**src/rtl/int_pkg.sv**
```systemverilog
// int_pkg: shared types and constants for the interrupt controller
package int_pkg;

    typedef enum logic {IDLE, SERVICE} state_e;

    localparam logic [31:0] DEF_VEC_BASE   = 32'h0000_0004;
    localparam logic [31:0] DEF_VEC_STRIDE = 32'h0000_0008;

    function automatic int id_w(input int n);
        return $clog2(n);
    endfunction

endpackage

```
**src/rtl/int_prio_enc.sv**
```systemverilog
// int_prio_enc: fixed-priority encoder, lowest set index wins
module int_prio_enc
    import int_pkg::*;
#(
    parameter int N = 4,
    parameter int W = id_w(N)
) (
    input  logic [N-1:0] vec_i,
    output logic         valid_o,
    output logic [W-1:0] id_o
);

    assign valid_o = |vec_i;

    // scan from the top so the last hit is the lowest index
    always_comb begin
        id_o = '0;
        for (int i = N - 1; i >= 0; i--)
            if (vec_i[i]) id_o = W'(i);
    end

endmodule

```
**src/rtl/arm_int_ctrl.sv**
```systemverilog
// arm_int_ctrl: edge-captured, masked, fixed-priority non-nesting interrupt redirect of the PC
module arm_int_ctrl
    import int_pkg::*;
#(
    parameter int               N_SRC      = 4,
    parameter logic [31:0]      VEC_BASE   = DEF_VEC_BASE,
    parameter logic [31:0]      VEC_STRIDE = DEF_VEC_STRIDE,
    parameter logic [N_SRC-1:0] RESET_MASK = '1
) (
    input  logic                    clk,
    input  logic                    reset,
    input  logic [N_SRC-1:0]        irq,
    input  logic                    eret,
    input  logic [31:0]             pc_next,
    input  logic                    mask_we,
    input  logic [N_SRC-1:0]        mask_wdata,
    output logic [31:0]             pc,
    output logic                    int_taken,
    output logic                    in_service,
    output logic [id_w(N_SRC)-1:0]  active_id,
    output logic [N_SRC-1:0]        pending,
    output logic [N_SRC-1:0]        mask
);

    localparam int ID_W = id_w(N_SRC);

    state_e            state_q, state_d;
    logic [N_SRC-1:0]  irq_q, pending_q, pending_d, mask_q, mask_d, rise, eligible;
    logic [31:0]       epc_q, epc_d;
    logic [ID_W-1:0]   active_id_q, active_id_d, sel;
    logic              sel_v, take;

    assign rise     = irq & ~irq_q;
    assign eligible = pending_q & mask_q;

    int_prio_enc #(.N(N_SRC), .W(ID_W)) u_enc (
        .vec_i   (eligible),
        .valid_o (sel_v),
        .id_o    (sel)
    );

    // take decision, PC steering and next-state; eret beats a take, a new edge beats the clear
    always_comb begin
        take        = !reset && !eret && state_q == IDLE && sel_v;
        pc          = (!reset && eret) ? epc_q : take ? VEC_BASE + 32'(sel) * VEC_STRIDE : pc_next;
        state_d     = take ? SERVICE : (state_q == SERVICE && eret) ? IDLE : state_q;
        pending_d   = (pending_q & ~(take ? N_SRC'(1) << sel : '0)) | rise;
        mask_d      = mask_we ? mask_wdata : mask_q;
        epc_d       = take ? pc_next : epc_q;
        active_id_d = take ? sel : active_id_q;
    end

    // state registers
    always_ff @(posedge clk) begin
        if (reset) begin
            state_q     <= IDLE;
            irq_q       <= '0;
            pending_q   <= '0;
            mask_q      <= RESET_MASK;
            epc_q       <= '0;
            active_id_q <= '0;
        end else begin
            state_q     <= state_d;
            irq_q       <= irq;
            pending_q   <= pending_d;
            mask_q      <= mask_d;
            epc_q       <= epc_d;
            active_id_q <= active_id_d;
        end
    end

    assign int_taken  = take;
    assign in_service = state_q == SERVICE;
    assign active_id  = active_id_q;
    assign pending    = pending_q;
    assign mask       = mask_q;

endmodule

```
**config.mk**
```make
export PLATFORM = sky130hd
export DESIGN_NAME = arm_int_ctrl
export DESIGN_NICKNAME = d
export VERILOG_FILES = /design/src/rtl/int_pkg.sv /design/src/rtl/int_prio_enc.sv /design/src/rtl/arm_int_ctrl.sv
export SDC_FILE = /design/constraint.sdc
export NUM_CORES = 1
export LEC_CHECK = 0
export CAP_MARGIN = 20
export CORE_MARGIN = 2
export CORE_UTILIZATION = 42
export DETAILED_ROUTE_END_ITERATION = 7
export GPL_TIMING_DRIVEN = 0
export PLACE_DENSITY = 0.8
export SETUP_SLACK_MARGIN = 0.02
export SYNTH_ARGS = -nofsm -noshare
export SYNTH_HDL_FRONTEND = slang
export SYNTH_SLANG_ARGS = --single-unit
```
**constraint.sdc**
```tcl
create_clock -name clk -period 2.3 [get_ports clk]
set_clock_uncertainty 0.1 [all_clocks]
set_input_delay 0.23 -clock clk [delete_from_list [all_inputs] [get_ports clk]]
set_output_delay 0.23 -clock clk [all_outputs]
set_load 0.02 [all_outputs]
```
### Clock network drawn from the DEF, run 1

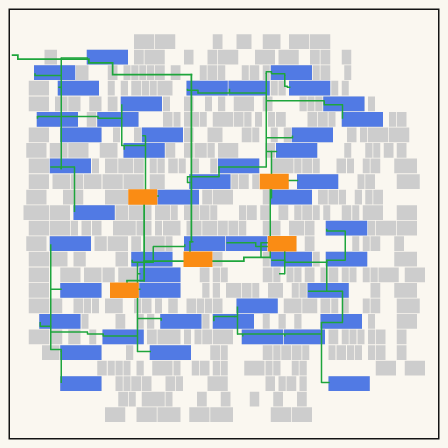
legend:
  cells driving clock nets:
    color: orange
    count: 5
  clock wires:
    color: green
    length: 490 um
  flip-flops:
    color: blue
    count: 47
routed clock nets: 6

### Ports around the boundary, run 1

Pins as bars across the die edge, other pins in gray.
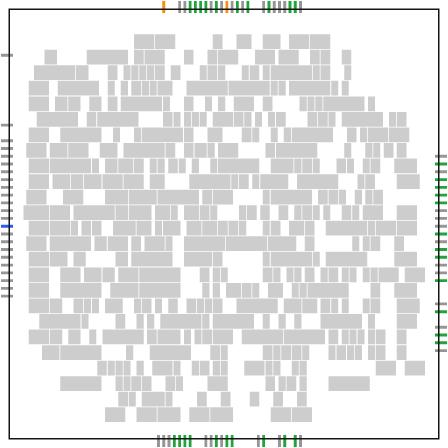
legend:
  `pc`:
    color: green
    pins: 32
    direction: output
    edge: 12 right, 10 bottom, 10 top
  `eret`:
    color: blue
    pins: 1
    direction: input
    edge: left
  `active_id`:
    color: orange
    pins: 2
    direction: output
    edge: top
Port Buffers: 87
die height: 74.9 um
width of the die: 74.9 um

### Cells colored by class, run 1

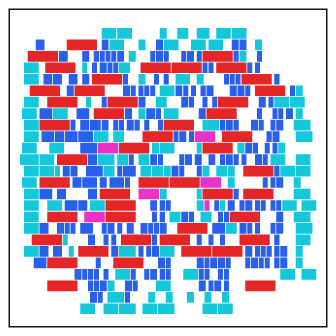
legend:
  other buffers and delay cells:
    color: cyan
    cells: 115
    share_of_their_area: 31%
  flip-flops:
    color: red
    cells: 47
    share_of_their_area: 31%
  clock drivers and dummy loads:
    color: magenta
    cells: 6
    share_of_their_area: 2.4%
  all other logic:
    color: blue
    cells: 238
    share_of_their_area: 36%
Final Cell Area: 0.00315 mm^2
# rows: 25
post-layout util: 0.658
flop share of the area: 0.299
Core Box Area: 0.00479 mm^2

-- run 1: path summary, 6_finish.rpt --
check             start    endpoint  slack (ns)  depth (start not counted)
max                eret       pc[3]        0.04                          7
min               reset  pending[1]        0.31                          3
max reg2reg  pending[2]    epc_q[8]        0.37                          9
min reg2reg   epc_q[23]   epc_q[23]        0.36                          2
-- run 1: cell families (layout without fill, tap and decap cells) --
group,Yosys count,count (layout),share of synthesized area
and+or+nand+nor,156,156,0.305
AOI/OAI and AO/OA,79,79,0.205
DFF,47,47,0.446
buffers and inverters,24,124,0.0450
-- run 1: what timing repair did --
action,4_1_cts,5_1_grt
resized,135,51
setup buffers,2,5
pin swaps,0,1
endpoints found under the setup margin,33,32
==> results.yml, run 1 <==
# generated from flow reports
min_path:
  hp-class: "primary input to flop"
sta:
  rsz0062_at_grt: "yes"
  hold_slack_ns: 0.313
  slew-limit-headroom: 0.656
  worst_slew_pin_slew_ns: 0.516
  fin_crit_sh: 0.984
placed_design:
  gp_congestion: 0.880
  place_ws_ns: -0.519
setup_path:
  crit_slowest_cell: "clkdlybuf4s50_1"
  startpoint_type: "primary input"
  path_class: "primary input to output pin"
  crit_path_cell_trace: "clkdlybuf4s50_1, nor3_2, o21ai_2, buf_4, or3_1, nand3_1, buf_2"
logic_synthesis:
  edf_count: 0
  synth-main-ff-cell: "dfxtp_1"
  ys_cells: 306
  avgSynthCellArea_um2: 6.90
  synth.top_cell.area_share: 0.446
  top_cell: "nand2_1"
global_route:
  grt_pass1_vias: 2113
  met2_usage: 0.366
  overflow: 0
  grt_pass1_wl_um: 9260
  use_met1: 0.265
die:
  die_area_mm2: 0.00561
run_status:
  outcome: "completed"
finish:
  layout_top_cell: "nand2_1"
  syn2layout_area_growth_pct: 49.3
  lay_top_cells: "nand2_1, clkdlybuf4s50_1, dfxtp_1"
  clock_tree_area_fraction: 0.0230
  comb_area_frac: 0.348
  buffers: 115
  regMostFlops: "epc_q"
pwr:
  pg_clk_uw: 446
  power_uw: 1830
  p_per_area_mw_per_mm2: 580
  power.largest_group: "registers"
clock_tree:
  ctsHoldBuffers: 0
  cts_sinks: 47
  cts_tree: "yes"
run:
  cap_violations: 0
drt:
  vias: 2344
## Run 2: what changed since run 1
HOLD_SLACK_MARGIN = 0.08   (was default)
### Ports around the boundary, run 2

Pins as bars across the die edge, other pins in gray.
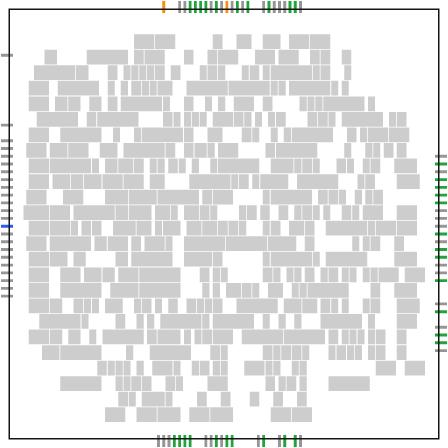

### Clock network drawn from the DEF, run 2

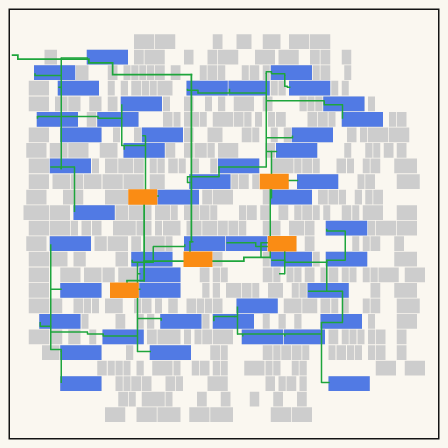
legend:
  flip-flops:
    color: blue
    count: 47
  cells driving clock nets:
    color: orange
    count: 5
  clock wires:
    color: green
    length: 490 um
routed clock nets: 6
clock network fraction of total power: 0.244
clk latency late pin: 0.28 ns
Clk. pwr: 446 uW

==> results.yml, run 2 <==
# generated from flow reports
logic_synthesis:
  yosys.area_share.xor_xnor: 0
  ys_cells: 306
  synth.top_cell.area_share: 0.446
  top_cell: "nand2_1"
  edf_count: 0
  avgSynthCellArea_um2: 6.90
  yosys.area_share.simple: 0.305
  synthMuxAreaShare: 0
  compound_area_frac: 0.205
  synth.logic.top_family: "simple AND/OR/NAND/NOR gates"
setup_path:
  rrSetupSlack_ns: 0.37
  rr_endpoint: "epc_q[8]"
  reg2regPathDepth: 9
  worstReg2RegStart: "pending[2]"
finish:
  syn2layout_area_growth_pct: 49.3
  final_util: 0.658
  regMostFlops: "epc_q"
  layout_top_cell: "nand2_1"
clock_tree:
  cts_resized: 135
  cts_sinks: 47
  postCtsSetupBuffers: 2
  cts_tree: "yes"
min_path:
  hp-class: "primary input to flop"
  hold_end: "pending[1]"
  min_from: "reset"
global_route:
  overflow: 0
  use_met1: 0.265
  grt_pass1_wl_um: 9260
  grt_pass1_vias: 2113
  met2_usage: 0.366
die:
  die_w_um: 74.9
  die_h_um: 74.9
  design.core.area_mm2: 0.00479
  die_area_mm2: 0.00561
run_status:
  outcome: "completed"
run:
  cap_violations: 0
placed_design:
  gp_congestion: 0.880
  place_ws_ns: -0.519
pwr:
  power.largest_group: "registers"
  power_uw: 1830
  p_per_area_mw_per_mm2: 580
sta:
  hold_slack_ns: 0.313
  worst_slew_pin_slew_ns: 0.516
  rsz0062_at_grt: "yes"
drt:
  vias: 2344
-- run 2: layout make-up --
class | count | area, um^2 | share of cell area
Multi-Input combinational cell | 235 | 1100 | 0.348
Sequential cell | 47 | 941 | 0.299
Timing Repair Buffer | 94 | 828 | 0.263
Buffer | 21 | 115 | 0.0365
Tap cell | 67 | 83.8 | 0.0266
Clock buffer | 6 | 72.6 | 0.0230
Inverter | 3 | 12.5 | 0.00397
-- run 2: worst max-delay path by stage --
stage | startpoint | endpoint | slack (ns) | cells past startpoint
final | eret | pc[3] | 0.04 | 7
after detailed placement | reset | pc[14] | -0.52 | 7
after floorplan | pending[0] | pc[22] | 0.14 | 5
after global routing | pending[2] | pc[18] | -0.02 | 6
after CTS | pending[0] | pc[6] | 0.02 | 6
after global placement | reset | pc[22] | -0.51 | 7
## Run 3: what changed since run 2
CORE_MARGIN = 5   (was 2)
==> results.yml, run 3 <==
# generated from flow reports
run_status:
  outcome: "completed"
clock_tree:
  cts_resized: 147
  cts_tree: "yes"
  ctsHoldBuffers: 0
  postCtsSetupBuffers: 1
logic_synthesis:
  yosysUniqueCellTypes: 24
  top_cell: "nand2_1"
  synth.top_cell.area_share: 0.446
  ys_cells: 306
  avgSynthCellArea_um2: 6.90
  synth-main-ff-cell: "dfxtp_1"
  ys_warn_count: 0
  edf_count: 0
sta:
  worst_slew_pin_slew_ns: 0.503
  hold_slack_ns: 0.173
  fin_crit_sh: 0.987
  rsz0062_at_grt: "yes"
min_path:
  hp-class: "primary input to flop"
  min_path_cells: 2
  hold_end: "in_service"
setup_path:
  worstReg2RegStart: "in_service"
  critical_path.startpoint: "in_service"
  crit_path_cell_trace: "or3_1, or3b_4, a31oi_1, buf_4"
  cp-endpoint: "pc[4]"
  reg2regPathDepth: 4
  startpoint_type: "flop"
  rr_endpoint: "pending[3]"
  cp_num_cells: 4
  path_class: "flop to output pin"
pwr:
  power_uw: 1910
  p_sw_uw: 560
  p_per_area_mw_per_mm2: 608
die:
  die_h_um: 80.9
  design.core.area_mm2: 0.00479
  die_area_mm2: 0.00654
  rows: 25
global_route:
  overflow: 0
  grt_pass1_vias: 2189
finish:
  regMostFlops: "epc_q"
  lay_top_cells: "nand2_1, clkdlybuf4s50_1, dfxtp_1"
  layout_top_cell: "nand2_1"
  stdcell_area_mm2: 0.00314
  syn2layout_area_growth_pct: 48.5
drt:
  dr_wl_met2_um: 3230
placed_design:
  io_buffers: 87
  gp_congestion: 0.773
run:
  cap_violations: 0
==> run 3: kinds of logic (layout without fill, tap and decap cells) <==
logic type	after synthesis	count (layout)	share of synthesized area
and+or+nand+nor	156	156	0.305
AOI/OAI and AO/OA	79	79	0.205
DFF	47	47	0.446
buffers and inverters	24	119	0.0450
==> run 3: layout make-up <==
type	count	area (um^2)	area share
clock buffer	8	100	0.0319
sequential	47	941	0.300
timing repair buffer	88	791	0.252
inverter	3	13.8	0.00439
buffer	20	104	0.0331
tap	67	83.8	0.0267
multi-input combinational	235	1100	0.352
==> run 3: power groups by stage <==
stage	clock (uW)	combinational, uW	sequential, uW
after floorplan	0	233	913
after global placement	0	503	900
after detailed placement	0	510	902
after CTS	539	499	884
after global routing	566	528	891
final	534	487	885
### Routing congestion map, run 3

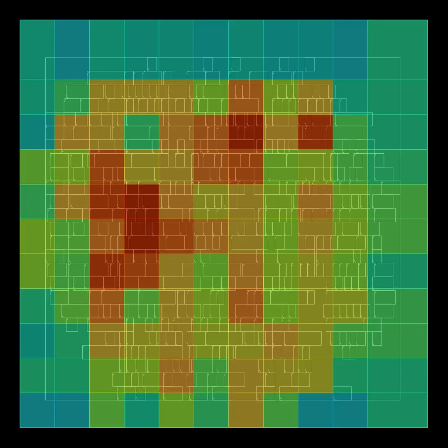
GR Util met1: 0.221
post-layout util: 0.655
total track usage: 0.196
Top Usage Layer GRT: met2
met3 Use GR: 0.0543

### Clock network drawn from the DEF, run 3

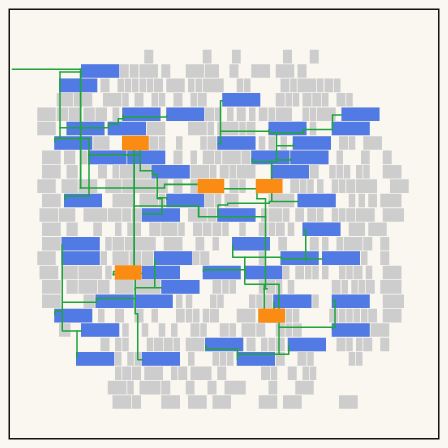
legend:
  flip-flops:
    color: blue
    count: 47
  cells driving clock nets:
    color: orange
    count: 5
  clock wires:
    color: green
    length: 502 um
routed clock nets: 6
clock network fraction of total power: 0.280
Clk. pwr: 534 uW
clk latency late pin: 0.30 ns


==> screenshots <==
Routed metal, one color a layer.
Only two layers are drawn.
image #1
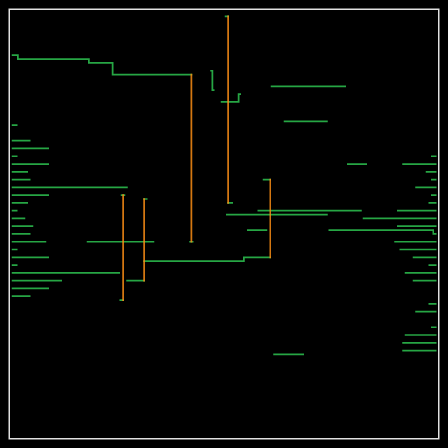
image #2
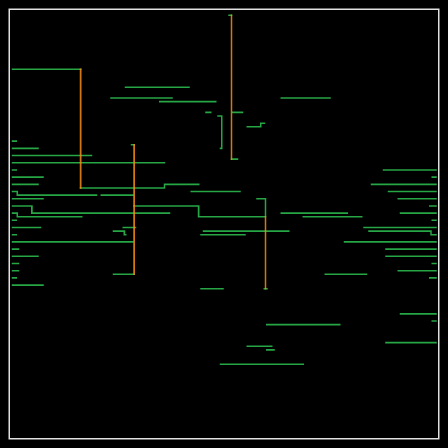
| from | picture |
|---|---|
| run 1 | image #1 |
| run 3 | image #2 |

Power figures rest on the tool's default switching activity, not on a simulated workload.
